**src/rtl/seg_scan_pkg.sv**
```systemverilog
// seg_scan_pkg: shared state encoding and 7-segment pattern table for the scan controller
package seg_scan_pkg;
  typedef enum logic {
    S_BLANK = 1'b0,
    S_DRIVE = 1'b1
  } state_e;
  localparam logic [6:0] SEG_BLANK = 7'h00;
  // Entry v holds the gfedcba pattern for value v; 10-15 are dark.
  localparam logic [15:0][6:0] SEG_TABLE = {
    7'h00, 7'h00, 7'h00, 7'h00, 7'h00, 7'h00,
    7'h6F, 7'h7F, 7'h07, 7'h7D, 7'h6D, 7'h66, 7'h4F, 7'h5B, 7'h06, 7'h3F
  };
endpackage

```
**src/rtl/seg_scan_ctrl_dec.sv**
```systemverilog
// bcd_seg7_dec: combinational BCD to active-high 7-segment pattern lookup
module bcd_seg7_dec
  import seg_scan_pkg::*;
(
  input  logic [3:0] bcd_i,
  output logic [6:0] seg_o
);
  assign seg_o = SEG_TABLE[bcd_i];
endmodule

```
**src/rtl/seg_scan_ctrl.sv**
```systemverilog
// seg_scan_ctrl: multiplexed 7-segment scanner with dead-time, frame-synchronous data update and leading-zero blanking
module seg_scan_ctrl
  import seg_scan_pkg::*;
#(
  parameter int NUM_DIGITS   = 4,
  parameter int SLOT_CYCLES  = 50000,
  parameter int BLANK_CYCLES = 64
) (
  input  logic                    clk,
  input  logic                    rst_n,
  input  logic                    en,
  input  logic                    load,
  input  logic [4*NUM_DIGITS-1:0] bcd_in,
  input  logic                    lz_en,
  output logic [6:0]              seg,
  output logic [NUM_DIGITS-1:0]   an,
  output logic                    frame_done
);
  localparam int CW = $clog2(SLOT_CYCLES);
  localparam int IW = $clog2(NUM_DIGITS);
  localparam int BW = 4 * NUM_DIGITS;
  localparam logic [CW-1:0] CNT_LAST   = CW'(SLOT_CYCLES - 1);
  localparam logic [CW-1:0] BLANK_LAST = CW'(BLANK_CYCLES - 1);
  localparam logic [IW-1:0] IDX_LAST   = IW'(NUM_DIGITS - 1);

  state_e                  state_q, state_d;
  logic [CW-1:0]           cnt_q, cnt_d;
  logic [IW-1:0]           idx_q, idx_d;
  logic [BW-1:0]           active_q, active_d;
  logic [BW-1:0]           shadow_q, shadow_d;
  logic                    pending_q, pending_d;
  logic [6:0]              seg_q, seg_d;
  logic [NUM_DIGITS-1:0]   an_q, an_d;
  logic                    fd_q, fd_d;
  logic                    slot_end, frame_end, drive, zero_run;
  logic [3:0]              cur_digit;
  logic [6:0]              dec_seg;
  logic [NUM_DIGITS-1:0]   lz_blank;

  // Slot counter and digit index; disabling the scan parks both at their reset values.
  always_comb begin
    slot_end  = cnt_q == CNT_LAST;
    frame_end = en && slot_end && idx_q == IDX_LAST;
    cnt_d     = (!en || slot_end) ? '0 : cnt_q + CW'(1);
    idx_d     = !en ? '0 : !slot_end ? idx_q : (idx_q == IDX_LAST) ? '0 : idx_q + IW'(1);
  end

  // Slot FSM: dark dead-time first, then drive the selected digit until the slot wraps.
  always_comb begin
    state_d = state_q;
    state_d = !en ? S_BLANK
            : (state_q == S_BLANK) ? ((cnt_q == BLANK_LAST) ? S_DRIVE : S_BLANK)
            : (slot_end ? S_BLANK : S_DRIVE);
  end

  // Shadow capture runs regardless of en; the active copy only changes at a frame boundary,
  // where a coincident load bypasses the shadow so the newest value is never lost.
  always_comb begin
    shadow_d  = load ? bcd_in : shadow_q;
    pending_d = frame_end ? 1'b0 : (load | pending_q);
    active_d  = !frame_end ? active_q : load ? bcd_in : pending_q ? shadow_q : active_q;
  end

  // Select the next digit to show and flag digits that are part of a leading-zero run.
  always_comb begin
    cur_digit = 4'h0;
    lz_blank  = '0;
    zero_run  = 1'b1;
    for (int i = NUM_DIGITS - 1; i >= 0; i--) begin
      zero_run    = zero_run && (active_d[4*i +: 4] == 4'h0);
      lz_blank[i] = (i != 0) && zero_run;
      if (IW'(i) == idx_d) cur_digit = active_d[4*i +: 4];
    end
  end

  bcd_seg7_dec u_dec (
    .bcd_i (cur_digit),
    .seg_o (dec_seg)
  );

  // Pin values are computed from next state so the registered outputs track the FSM exactly.
  always_comb begin
    drive = state_d == S_DRIVE;
    seg_d = (drive && !(lz_en && lz_blank[idx_d])) ? dec_seg : SEG_BLANK;
    an_d  = '1;
    for (int i = 0; i < NUM_DIGITS; i++) an_d[i] = !(drive && IW'(i) == idx_d);
    fd_d  = en && cnt_d == CNT_LAST && idx_d == IDX_LAST;
  end

  // State, data and output registers.
  always_ff @(posedge clk or negedge rst_n) begin
    if (!rst_n) begin
      state_q   <= S_BLANK;
      cnt_q     <= '0;
      idx_q     <= '0;
      active_q  <= '0;
      shadow_q  <= '0;
      pending_q <= 1'b0;
      seg_q     <= SEG_BLANK;
      an_q      <= '1;
      fd_q      <= 1'b0;
    end else begin
      state_q   <= state_d;
      cnt_q     <= cnt_d;
      idx_q     <= idx_d;
      active_q  <= active_d;
      shadow_q  <= shadow_d;
      pending_q <= pending_d;
      seg_q     <= seg_d;
      an_q      <= an_d;
      fd_q      <= fd_d;
    end
  end

  assign seg        = seg_q;
  assign an         = an_q;
  assign frame_done = fd_q;
endmodule

```
**config.mk**
```make
export PLATFORM = sky130hd
export DESIGN_NAME = seg_scan_ctrl
export DESIGN_NICKNAME = d
export VERILOG_FILES = /design/src/rtl/seg_scan_pkg.sv /design/src/rtl/seg_scan_ctrl_dec.sv /design/src/rtl/seg_scan_ctrl.sv
export SDC_FILE = /design/constraint.sdc
export NUM_CORES = 1
export LEC_CHECK = 0
export ABC_AREA = 1
export CORE_AREA = 2 2 86 88
export CTS_CLUSTER_SIZE = 10
export DETAILED_ROUTE_END_ITERATION = 10
export DIE_AREA = 0 0 88 90
export GPL_ROUTABILITY_DRIVEN = 0
export PLACE_DENSITY = 0.84
export REMOVE_ABC_BUFFERS = 1
export SLEW_MARGIN = 20
export SYNTH_ARGS = -nofsm -noshare
export SYNTH_HDL_FRONTEND = slang
export SYNTH_SLANG_ARGS = --single-unit
```
**constraint.sdc**
```tcl
create_clock -name clk -period 7.8 [get_ports clk]
set_clock_uncertainty 0.2 [all_clocks]
set_input_delay 1.56 -clock clk [delete_from_list [all_inputs] [get_ports clk]]
set_output_delay 1.56 -clock clk [all_outputs]
set_load 0.005 [all_outputs]
```
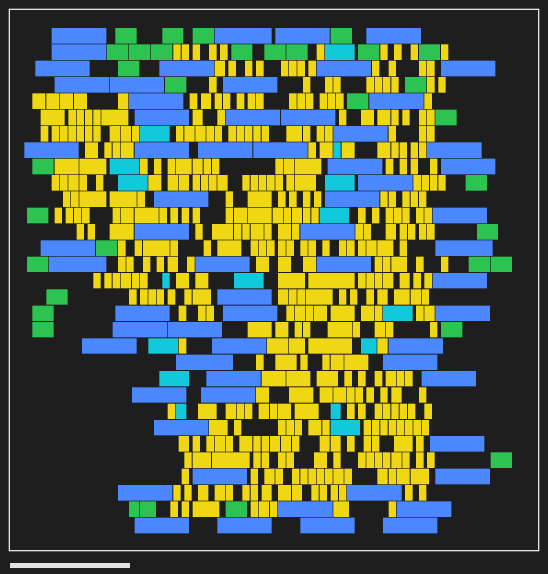
(images/cell_classes.png)
Scale bar: 20 um.
Yellow shows all other logic, cells 430, share of their area 50%. Blue shows flops, cells 64, share of their area 38%. Cyan shows clock drivers and dummy loads, cells 16, share of their area 4.2%. Green shows other buffers and delay cells, cells 33, share of their area 7.7%.
sequential cell area share: 37.23%
# rows: 31
Core Util, Final: 61.47%
fin area: 4315 um2

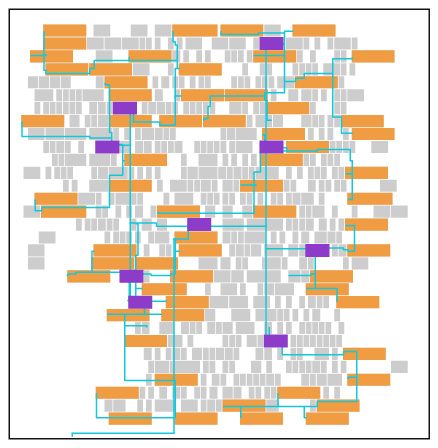
(images/clock_map.png)
Orange shows flip-flops, count 64. Purple shows cells driving clock nets, count 9. Cyan shows clock wires, length 821 um.
There are 10 routed clock nets. Position of the flops: spread over the die.

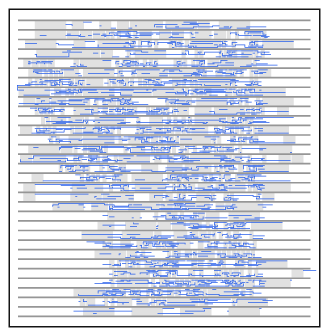
(images/met1.png)
Supply wires on this layer in grey. Cells faint in the background.
523 nets have wire on it. The wires run mostly horizontal. The layer holds 47% of the routed length. The layer carries 3,740 um of wire. The longest straight run is 29.4 um.

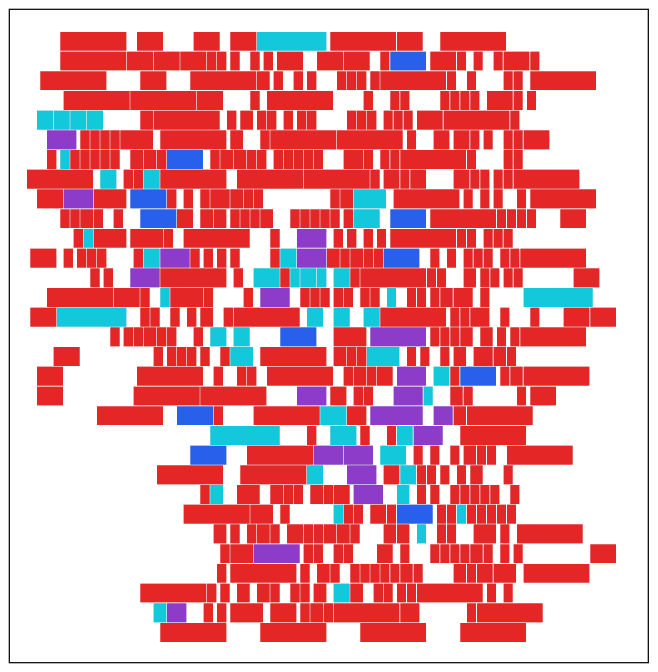
(images/drive_strength.png)
Cyan shows drive 2, cells 45, share 8.3%. Purple shows drive 3 to 4, cells 20, share 3.7%. Red shows drive 1 or less, cells 467, share 86%. Blue shows drive 6 and up, cells 11, share 2.0%.
number of non-clock buffers: 33
Area Overhead vs Synth: 14.47%
post-route setup slack: 3.005 ns

[tightest hold or removal path, cell delays in order, from the launching register on]
cell and delay, ns:
dfrtp_1 0.32, nand2_1 0.05, nand2_1 0.07
[final timing paths]
check / start / end / cells after the start
min in group asynchronous: rst_n / cnt_q[0]$_DFF_PN0_ / 2
setup reg to reg: idx_q[0]$_DFF_PN0_ / seg[5]$_DFF_PN0_ / 14
setup / recovery: load / seg[3]$_DFF_PN0_ / 13
hold reg to reg: shadow_q[3]$_DFFE_PN0P_ / shadow_q[3]$_DFFE_PN0P_ / 2
max in group asynchronous: rst_n / cnt_q[14]$_DFF_PN0_ / 2
hold / removal: shadow_q[3]$_DFFE_PN0P_ / shadow_q[3]$_DFFE_PN0P_ / 2
[cells by family after synthesis]
kind of cell | share of synthesized area, %
adder cells (fa/ha/maj) | 2.323
buffers and inverters | 7.633
flip-flops | 42.62
AND/OR/NAND/NOR | 41.85
AND-OR/OR-AND | 4.879
XOR/XNOR | 0.6971
[final cells by class]
class	count	area, um2	area share [%]
clock buffer	13	158.9	3.682
multi-input combinational	374	1876	43.46
clock inverter	3	17.52	0.4059
tap	99	123.9	2.870
inverter	56	210.2	4.871
sequential	64	1607	37.23
timing repair buffer	33	322.8	7.480
[Yosys cell counts, types with 7 or more instances]
cell type  count
nand4_1       13
buf_2          7
ha_1           7
dfrtp_1       60
inv_2         10
nand3_1       23
nor2_1        49
nand2_2       10
inv_1         45
nand2_1      198
nor2_4        10
o21ai_0       17
nor2_2        10
[layer usage]
metal	GRT usage (%)	vias to the layer above	share of wire, %
met1	30.08	1495	47
met3	4.132	15	5.4
met4	10.13	0	2.1
met2	35.29	90	46
met5	0	-	0
li1	-	1650	-
[per-stage QoR]
step	cell area, um2	hold WS [ns]
4_1_cts	4315	0.2708
6_report	4315	0.2708
3_3_place_gp	4139	0.2543
2_1_floorplan	3692	0.2367
3_5_place_dp	4139	0.2563
5_1_grt	4315	0.2936
[registers in the layout, summed over array words and instances, names as in the netlist]
signal and flops:
shadow_q 16, idx_q 2, frame_done 1, pending_q 1
cnt_q 16, seg 7, an 4, active_q 16
state_q 1
[where the power goes]
group          internal, uW  switching (uW)  leakage [uW]
combinational          18.5            28.0       0.00128
clock                   132             125     0.0000894
sequential              340            4.94      0.000834
==> results.py <==
# Generated from Yosys and OpenROAD reports
metrics = {
    "status": {
        "outcome": "completed",
    },
    "floorplan": {
        "fp_util_pct": 53.70,
        "die_area_um2": 7920,
        "dieHeight_um": 90,
        "die_x_um": 88,
    },
    "logic_synthesis": {
        "synth-seq-cells": 64,
        "synth_stat.cells": 508,
        "yosysUniqueCellTypes": 37,
        "postSynthSeqShare_pct": 42.62,
        "ys_async_sr_fraction_pct": 100.0,
        "yosysWarnings": 0,
        "synth_area_um2": 3770,
        "ys_top_cells_by_area": "dfrtp_1 40%, nand2_1 20%, nor2_1 4.9%",
        "yosys.area.top_type_share_pct": 39.83,
        "ys_area_um2": 3770,
        "largest_area_cell": "dfrtp_1",
    },
    "layout": {
        "drive_above_1_share_pct": 14.00,
        "fillers": 612,
        "lay_top_count": "nand2_1",
        "antenna_cells": 0,
        "final_cell_mix": "198 x nand2_1, 60 x dfrtp_1, 49 x nor2_1, 45 x inv_1, 31 x clkdlybuf4s50_1",
        "fin_cells": 642,
    },
    "job": {
        "cap_violations": 0,
        "warning_count": 29,
    },
    "power": {
        "total_power_uw": 649.2,
        "power_leakage_uw": 0.002207,
        "max-vdd-ir-drop_uv": 70.18,
        "p_per_area_nw_per_um2": 150.4,
    },
    "worst_setup_path": {
        "cp_top_family": "buffers and inverters",
        "path_cells": "clkdlybuf4s50_1, inv_1, o21ai_0, o21a_1, o21ai_0, nand2_1, nand4_1, inv_1, ha_1, nand2_1, inv_1, nor2_1, nor2_2",
        "arrival_ns": 4.83,
        "crit_required_ns": 7.83,
        "startpoint_type": "input pin",
        "end_kind": "flop",
        "rrSetupSlack_ns": 4.72,
        "path_class": "in2reg",
        "cp_num_buf_inv": 4,
        "slowest_delay_ns": 0.83,
    },
    "clocking": {
        "cts_root_buffer": "clkbuf_8",
        "cts_tree": "built",
        "clockBufferDepth": 2,
        "htree_levels": 3,
        "cts_resized": 0,
        "post-cts-setup-buffer-count": 0,
        "numClockSinks": 64,
    },
    "detailed_routing": {
        "viasPerCell": 5.062,
        "ant_nets": 0,
        "drt_iter0_drc": 249,
        "drc_errors": 0,
        "num_vias": 3250,
        "drtPass1Iterations": 5,
    },
    "sta": {
        "timing.final.crit_share_pct": 61.47,
        "setup_viol": 0,
        "min_period_ns": 4.795,
        "rsz0062_at_grt": "false",
        "worstMarginPinSlew_ns": 0.8215,
        "max_freq_ghz": 0.2086,
        "hold_violations": 0,
    },
    "placed_design": {
        "hpwl_um": 5744,
        "io_buffers": 32,
    },
    "global_routing": {
        "grt.total_usage_pct": 22.51,
        "grt_max_degree": 65,
        "antenna_found_initial": 0,
        "grt-ovfl-total": 0,
        "grt_pass1_wl_um": 14170,
        "grt_pass1_vias": 3240,
    },
    "min_path": {
        "min_path_type": "reg2reg",
    },
}
Power and IR drop assume default switching activity.
